### src/rtl/collision_scanner_if.sv
// Bus bundle between the game core and the collision scanner.
// The master side drives the frame snapshot inputs; the slave side is the scanner.
interface collision_scanner_if #(
    parameter int N_TUBES = 3,
    parameter int POS_W   = 10,
    parameter int SCORE_W = 8,
    parameter int CT_W    = $clog2(N_TUBES + 1)
);
    logic                       frame_tick;
    logic [POS_W-1:0]           bird_y_pos;
    logic [N_TUBES*POS_W-1:0]   tube_x_pos;
    logic [N_TUBES*POS_W-1:0]   tube_y_pos;
    logic                       busy;
    logic                       check_done;
    logic                       game_end;
    logic [CT_W-1:0]            crash_tube;
    logic [SCORE_W-1:0]         score;
    logic                       overrun;

    modport master (
        output frame_tick, bird_y_pos, tube_x_pos, tube_y_pos,
        input  busy, check_done, game_end, crash_tube, score, overrun
    );

    modport slave (
        input  frame_tick, bird_y_pos, tube_x_pos, tube_y_pos,
        output busy, check_done, game_end, crash_tube, score, overrun
    );
endinterface

### src/rtl/collision_scanner.sv
// Sequential bird-vs-tube collision and scoring engine: snapshots one frame, scans one tube
// per clock through a shared comparator set, then commits score or latches a sticky crash.
//
// state   | meaning
// IDLE    | waiting for frame_tick; snapshot and bounds check on tick
// SCAN    | evaluating tube idx_q, one per clock
// DONE    | check_done pulse; commit score or go to CRASHED
// CRASHED | game over; holds until clr
module collision_scanner #(
    parameter int N_TUBES     = 3,
    parameter int POS_W       = 10,
    parameter int BIRD_X      = 180,
    parameter int BIRD_HALF   = 15,
    parameter int TUBE_HALF_W = 30,
    parameter int GAP_HALF    = 35,
    parameter int SCREEN_H    = 480,
    parameter int SCORE_W     = 8
) (
    input logic                clk,
    input logic                clr,
    collision_scanner_if.slave bus
);
    localparam int W      = POS_W + 2;
    localparam int CT_W   = $clog2(N_TUBES + 1);
    localparam int IDX_W  = (N_TUBES > 1) ? $clog2(N_TUBES) : 1;
    localparam int PEND_W = $clog2(N_TUBES + 1);
    localparam int SUM_W  = ((SCORE_W > PEND_W) ? SCORE_W : PEND_W) + 1;

    localparam logic [W-1:0] C_BH   = W'(BIRD_HALF);
    localparam logic [W-1:0] C_GH   = W'(GAP_HALF);
    localparam logic [W-1:0] C_SH   = W'(SCREEN_H);
    localparam logic [W-1:0] C_BX   = W'(BIRD_X);
    localparam logic [W-1:0] C_TB   = W'(TUBE_HALF_W + BIRD_HALF);
    localparam logic [W-1:0] C_XR   = W'(BIRD_X + BIRD_HALF + TUBE_HALF_W);
    localparam logic [SUM_W-1:0] SCORE_MAX = SUM_W'({SCORE_W{1'b1}});
    localparam logic [IDX_W-1:0] IDX_LAST  = IDX_W'(N_TUBES - 1);

    typedef enum logic [1:0] {
        S_IDLE    = 2'd0,
        S_SCAN    = 2'd1,
        S_DONE    = 2'd2,
        S_CRASHED = 2'd3
    } state_t;

    state_t              state_q, state_d;
    logic [IDX_W-1:0]    idx_q;
    logic [W-1:0]        by_q;
    logic [POS_W-1:0]    tx_q [N_TUBES];
    logic [POS_W-1:0]    ty_q [N_TUBES];
    logic [N_TUBES-1:0]  passed_q;
    logic                hit_q;
    logic [CT_W-1:0]     crash_tube_q;
    logic [PEND_W-1:0]   pend_q;
    logic [SCORE_W-1:0]  score_q;
    logic                overrun_q;

    logic snap, scan_en, commit, overrun_set;
    logic [W-1:0] by_live, tx_sel, ty_sel;
    logic bounds_live, y_hit, x_hit, tube_hit, tube_passed;
    logic [SUM_W-1:0] score_sum;
    logic [SCORE_W-1:0] score_sat;

    // Bounds are judged on the live bird position at the moment of the snapshot.
    assign by_live     = {2'b00, bus.bird_y_pos};
    assign bounds_live = (by_live < C_BH) | (by_live + C_BH >= C_SH);

    assign tx_sel = {2'b00, tx_q[idx_q]};
    assign ty_sel = {2'b00, ty_q[idx_q]};

    // Offsets sit on the adding side of every compare, so nothing wraps.
    assign y_hit       = (by_q + C_BH >= ty_sel + C_GH) | (by_q + C_GH <= ty_sel + C_BH);
    assign x_hit       = (C_XR >= tx_sel) & (C_BX <= tx_sel + C_TB);
    assign tube_hit    = x_hit & y_hit;
    assign tube_passed = (tx_sel + C_TB < C_BX);

    assign score_sum = SUM_W'(score_q) + SUM_W'(pend_q);
    assign score_sat = (score_sum > SCORE_MAX) ? {SCORE_W{1'b1}} : score_sum[SCORE_W-1:0];

    always_ff @(posedge clk) begin
        if (clr) begin
            state_q <= S_IDLE;
        end else begin
            state_q <= state_d;
        end
    end

    always_comb begin
        state_d     = state_q;
        snap        = 1'b0;
        scan_en     = 1'b0;
        commit      = 1'b0;
        overrun_set = 1'b0;
        case (state_q)
            S_IDLE: begin
                if (bus.frame_tick) begin
                    snap    = 1'b1;
                    state_d = S_SCAN;
                end
            end
            S_SCAN: begin
                scan_en     = 1'b1;
                overrun_set = bus.frame_tick;
                if (idx_q == IDX_LAST) begin
                    state_d = S_DONE;
                end
            end
            S_DONE: begin
                overrun_set = bus.frame_tick;
                commit      = ~hit_q;
                state_d     = hit_q ? S_CRASHED : S_IDLE;
            end
            S_CRASHED: begin
                state_d = S_CRASHED;
            end
            default: begin
                state_d = S_IDLE;
            end
        endcase
    end

    always_ff @(posedge clk) begin
        if (clr) begin
            idx_q        <= '0;
            by_q         <= '0;
            passed_q     <= '0;
            hit_q        <= 1'b0;
            crash_tube_q <= '0;
            pend_q       <= '0;
            score_q      <= '0;
            overrun_q    <= 1'b0;
            for (int i = 0; i < N_TUBES; i++) begin
                tx_q[i] <= '0;
                ty_q[i] <= '0;
            end
        end else begin
            if (snap) begin
                by_q         <= by_live;
                idx_q        <= '0;
                hit_q        <= bounds_live;
                crash_tube_q <= bounds_live ? CT_W'(N_TUBES) : '0;
                pend_q       <= '0;
                for (int i = 0; i < N_TUBES; i++) begin
                    tx_q[i] <= bus.tube_x_pos[i*POS_W +: POS_W];
                    ty_q[i] <= bus.tube_y_pos[i*POS_W +: POS_W];
                end
            end
            if (scan_en) begin
                idx_q <= idx_q + 1'b1;
                // Only the first hit of the frame names the crash source.
                if (tube_hit && !hit_q) begin
                    hit_q        <= 1'b1;
                    crash_tube_q <= CT_W'(idx_q);
                end
                passed_q[idx_q] <= tube_passed;
                if (tube_passed && !passed_q[idx_q]) begin
                    pend_q <= pend_q + 1'b1;
                end
            end
            if (commit) begin
                score_q <= score_sat;
            end
            if (overrun_set) begin
                overrun_q <= 1'b1;
            end
        end
    end

    assign bus.busy       = (state_q == S_SCAN) | (state_q == S_DONE);
    assign bus.check_done = (state_q == S_DONE);
    assign bus.game_end   = (state_q == S_CRASHED) | ((state_q == S_DONE) & hit_q);
    assign bus.crash_tube = crash_tube_q;
    assign bus.score      = score_q;
    assign bus.overrun    = overrun_q;
endmodule

### src/flat_wrapper.sv
// flat-port wrapper written by rule: the top's interface ports become plain ports
module collision_scanner_flat 
#(
    parameter int N_TUBES     = 3,
    parameter int POS_W       = 10,
    parameter int BIRD_X      = 180,
    parameter int BIRD_HALF   = 15,
    parameter int TUBE_HALF_W = 30,
    parameter int GAP_HALF    = 35,
    parameter int SCREEN_H    = 480,
    parameter int SCORE_W     = 8
)
  (clk, clr, bus_frame_tick, bus_bird_y_pos, bus_tube_x_pos, bus_tube_y_pos, bus_busy, bus_check_done, bus_game_end, bus_crash_tube, bus_score, bus_overrun);
  collision_scanner_if #(.N_TUBES(N_TUBES), .POS_W(POS_W), .SCORE_W(SCORE_W)) bus_i ();
  input logic clk;
  input logic clr;
  input wire logic [$bits(bus_i.frame_tick)-1:0] bus_frame_tick;
  input wire logic [$bits(bus_i.bird_y_pos)-1:0] bus_bird_y_pos;
  input wire logic [$bits(bus_i.tube_x_pos)-1:0] bus_tube_x_pos;
  input wire logic [$bits(bus_i.tube_y_pos)-1:0] bus_tube_y_pos;
  output wire logic [$bits(bus_i.busy)-1:0] bus_busy;
  output wire logic [$bits(bus_i.check_done)-1:0] bus_check_done;
  output wire logic [$bits(bus_i.game_end)-1:0] bus_game_end;
  output wire logic [$bits(bus_i.crash_tube)-1:0] bus_crash_tube;
  output wire logic [$bits(bus_i.score)-1:0] bus_score;
  output wire logic [$bits(bus_i.overrun)-1:0] bus_overrun;
  assign bus_i.frame_tick = bus_frame_tick;
  assign bus_i.bird_y_pos = bus_bird_y_pos;
  assign bus_i.tube_x_pos = bus_tube_x_pos;
  assign bus_i.tube_y_pos = bus_tube_y_pos;
  assign bus_busy = bus_i.busy;
  assign bus_check_done = bus_i.check_done;
  assign bus_game_end = bus_i.game_end;
  assign bus_crash_tube = bus_i.crash_tube;
  assign bus_score = bus_i.score;
  assign bus_overrun = bus_i.overrun;
  collision_scanner #(.N_TUBES(N_TUBES), .POS_W(POS_W), .BIRD_X(BIRD_X), .BIRD_HALF(BIRD_HALF), .TUBE_HALF_W(TUBE_HALF_W), .GAP_HALF(GAP_HALF), .SCREEN_H(SCREEN_H), .SCORE_W(SCORE_W)) u_core (.clk(clk), .clr(clr), .bus(bus_i));
endmodule
### config.mk
export PLATFORM = sky130hd
export DESIGN_NAME = collision_scanner_flat
export DESIGN_NICKNAME = d
export VERILOG_FILES = /design/src/rtl/collision_scanner_if.sv /design/src/rtl/collision_scanner.sv /design/src/flat_wrapper.sv
export SDC_FILE = /design/constraint.sdc
export NUM_CORES = 1
export LEC_CHECK = 0
export CORE_MARGIN = 3
export CORE_UTILIZATION = 49
export DETAILED_ROUTE_END_ITERATION = 12
export PLACE_DENSITY = 0.77
export SKIP_CTS_REPAIR_TIMING = 1
export SYNTH_ARGS = -nofsm -noshare
export SYNTH_HDL_FRONTEND = slang
export SYNTH_SLANG_ARGS = --single-unit
### constraint.sdc
create_clock -name clk -period 3.1 [get_ports clk]
set_input_delay 0.31 -clock clk [delete_from_list [all_inputs] [get_ports clk]]
set_output_delay 0.31 -clock clk [all_outputs]
set_load 0.05 [all_outputs]
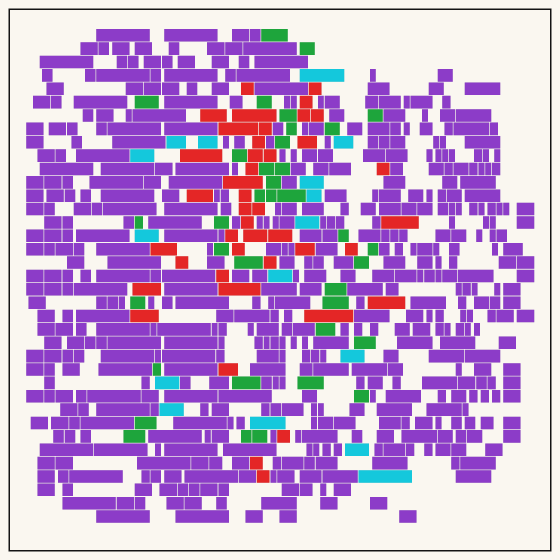
(drive-strength map)
Red marks drive 3 to 4, cells 42. Green marks drive 2, cells 36. Purple marks drive 1 or less, cells 523. Cyan marks drive 6 and up, cells 16.

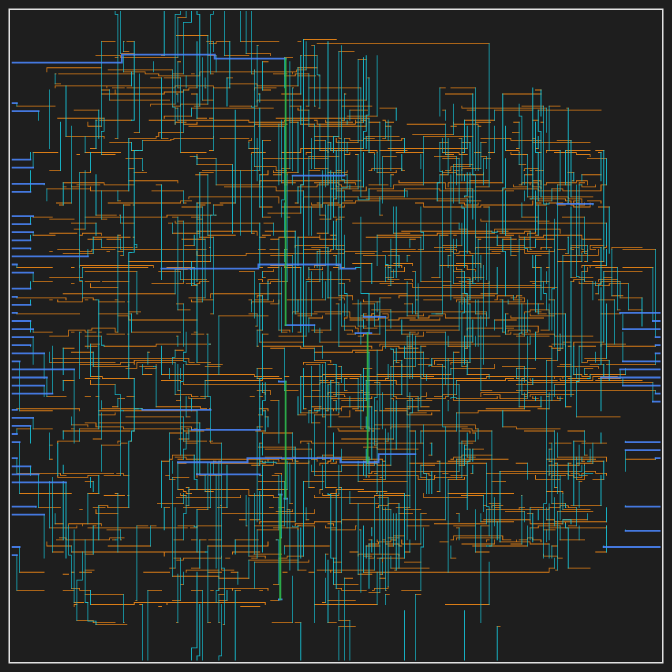
(wiring by layer)
Blue marks met3, wire length 410 µm. Cyan marks met2, wire length 5,210 µm. Orange marks met1, wire length 5,080 µm. Green marks met4, wire length 104 µm.

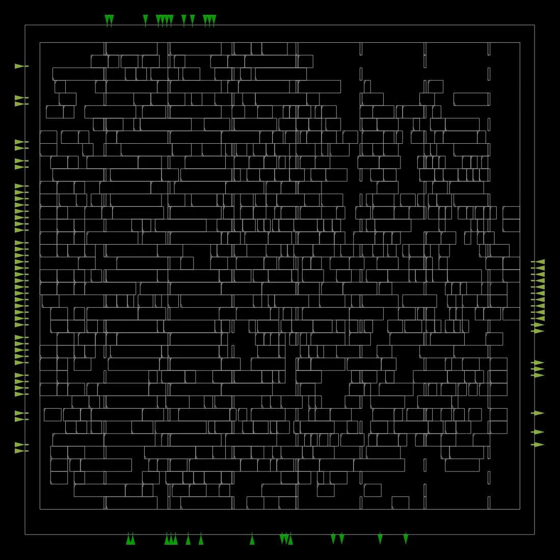
(placed standard cells)
tap cell count: 136
final core occ: 0.655
FF+latch count: 93

==> results_dict.tcl <==
# flow metrics
set metrics [dict create \
    fin_area_um2 6830 \
    postRouteAntennaNets 0 \
    syn_area_um2 5290 \
    largest_class "multi-input combinational cells" \
    power.internal_mw 3.23 \
    cp_cell_sequence "mux2_4 > mux2i_4 > and2_4 > nand2_4 > buf_6 > xor2_1 > ha_1 > a21oi_2 > a21oi_2 > a2111o_1 > a211o_1 > a211oi_2" \
    crit_type "flop to flop" \
    top_area_frac 0.341 \
    cts_tree "yes" \
    critPathTopFamily "AND-OR/OR-AND gates" \
    top_regs "u_core.tx_q (30), u_core.ty_q (30), u_core.by_q (10)" \
    drv_slew 0 \
    synth_seq_share 0.466 \
    r2r-end "u_core.bus.crash_tube[1]" \
    initial_core_util 0.508 \
    edf_count 60 \
    mostFrequentLayoutCells "86 x clkdlybuf4s50_1, 62 x and2_1, 60 x edfxtp_1" \
    drv_cap 0 \
    hold_viol_final 0 \
    fmaxAchievable_mhz 327 \
    bufAreaShareNonClock 0.159 \
    grt_pass1_vias 3777 \
    mostFrequentLayoutCell "clkdlybuf4s50_1" \
    synth_cell_type_count 61 \
    htreeDepth 3 \
    power_leader "combinational cells" \
    stdcell_count 753 \
    r2r_cells 12 \
    slew_headroom 0.645 \
    start_kind "flop" \
    cp-endpoint "u_core.bus.crash_tube[1]" \
    wl_per_cell_um 14.4 \
    pg_seq_mw 1.81 \
    yosys_warnings 0 \
    power_leakage_nw 2.56 \
    ys_cells 515 \
    rows 37 \
    yosysMostFrequentCell "and2_1" \
    p_comb_mw 2.54 \
    place_area_um2 6370 \
    ys_ff 93 \
    post-route-drc-count 0 \
    syn_nets 622 \
    cp_slowest_cell "dfxtp_4" \
    switchingPower_mw 1.99 \
    synth.largest_area_cell "edfxtp_1" \
    cp_slowest_stage_delay_ps 390 \
    fillers 794 \
    buffers_excl_clock 113 \
    synthFlopType "edfxtp_1" \
    clock_buffers 13 \
    place_ws_ps -120 \
    dp.cells 733 \
    cts-buffers-inserted 9 \
    antenna_cells 0 \
    grt_overflow 0 \
    sh_seq_area 0.362 \
    cp.depth 12 \
    swShare 0.381 \
    arrival_ps 3340 \
    drive_gt1_frac 0.152 \
    topCellsByArea "edfxtp_1 34%, dfxtp_1 12%, ha_1 7.8%" \
    finalClockSkew_ps 13.3 \
    logic_area_um2 2850 \
    dieWidth_um 110 \
    track_usage 0.183 \
    drt_iter0_drc 214 \
    p_comb_frac 0.488 \
    clock_sinks 93 \
    final_nets 719 \
    worstHoldPathCells 2 \
    period_needed_ps 3050 \
    warnings 34 \
    final-setup-viol-count 0 \
    whs_ps 474 \
    core_area_um2 10400 \
    ys_async_sr_fraction 0 \
    finalCritPeriodShare 0.985 \
    pin_count 87 \
    avgSynthCellArea_um2 10.3 \
    grt_pass1_wl_mm 17.4 \
    areaGrowthSynthToFinish_pct 29.2 \
    status "finished, final reports clean" \
    irDropWorstVdd_v 0.000368 \
    path_buffers 1 \
    setup_ws_ps 45.4 \
    num_vias 3936 \
    final-clk-cell-share 0.0301 \
    logic_gates 383 \
    chipArea_um2 12100 \
]
[layer usage]
metal	track usage	share of wire	vias up
met1	0.245	0.47	1835
met3	0.0323	0.038	8
met5	0	0	-
met2	0.302	0.48	83
li1	-	-	2010
met4	0.0525	0.0096	0
[worst reg2reg max path, delay by kind of cell (launching register included)]
kind,cells,cell delay (ps)
compound gates,5,1190
xor+xnor,1,140
fa+ha+maj,1,340
buf+inv,1,110
flops,1,390
mux,2,520
simple gates,2,290
[cells by family after synthesis]
kind of cell             share of synthesized area
XOR/XNOR                                    0.0580
buffers and inverters                       0.0367
multiplexers                                0.0445
flip-flops                                   0.466
adder cells (fa/ha/maj)                     0.0819
AND/OR/NAND/NOR                              0.197
AND-OR/OR-AND                                0.116
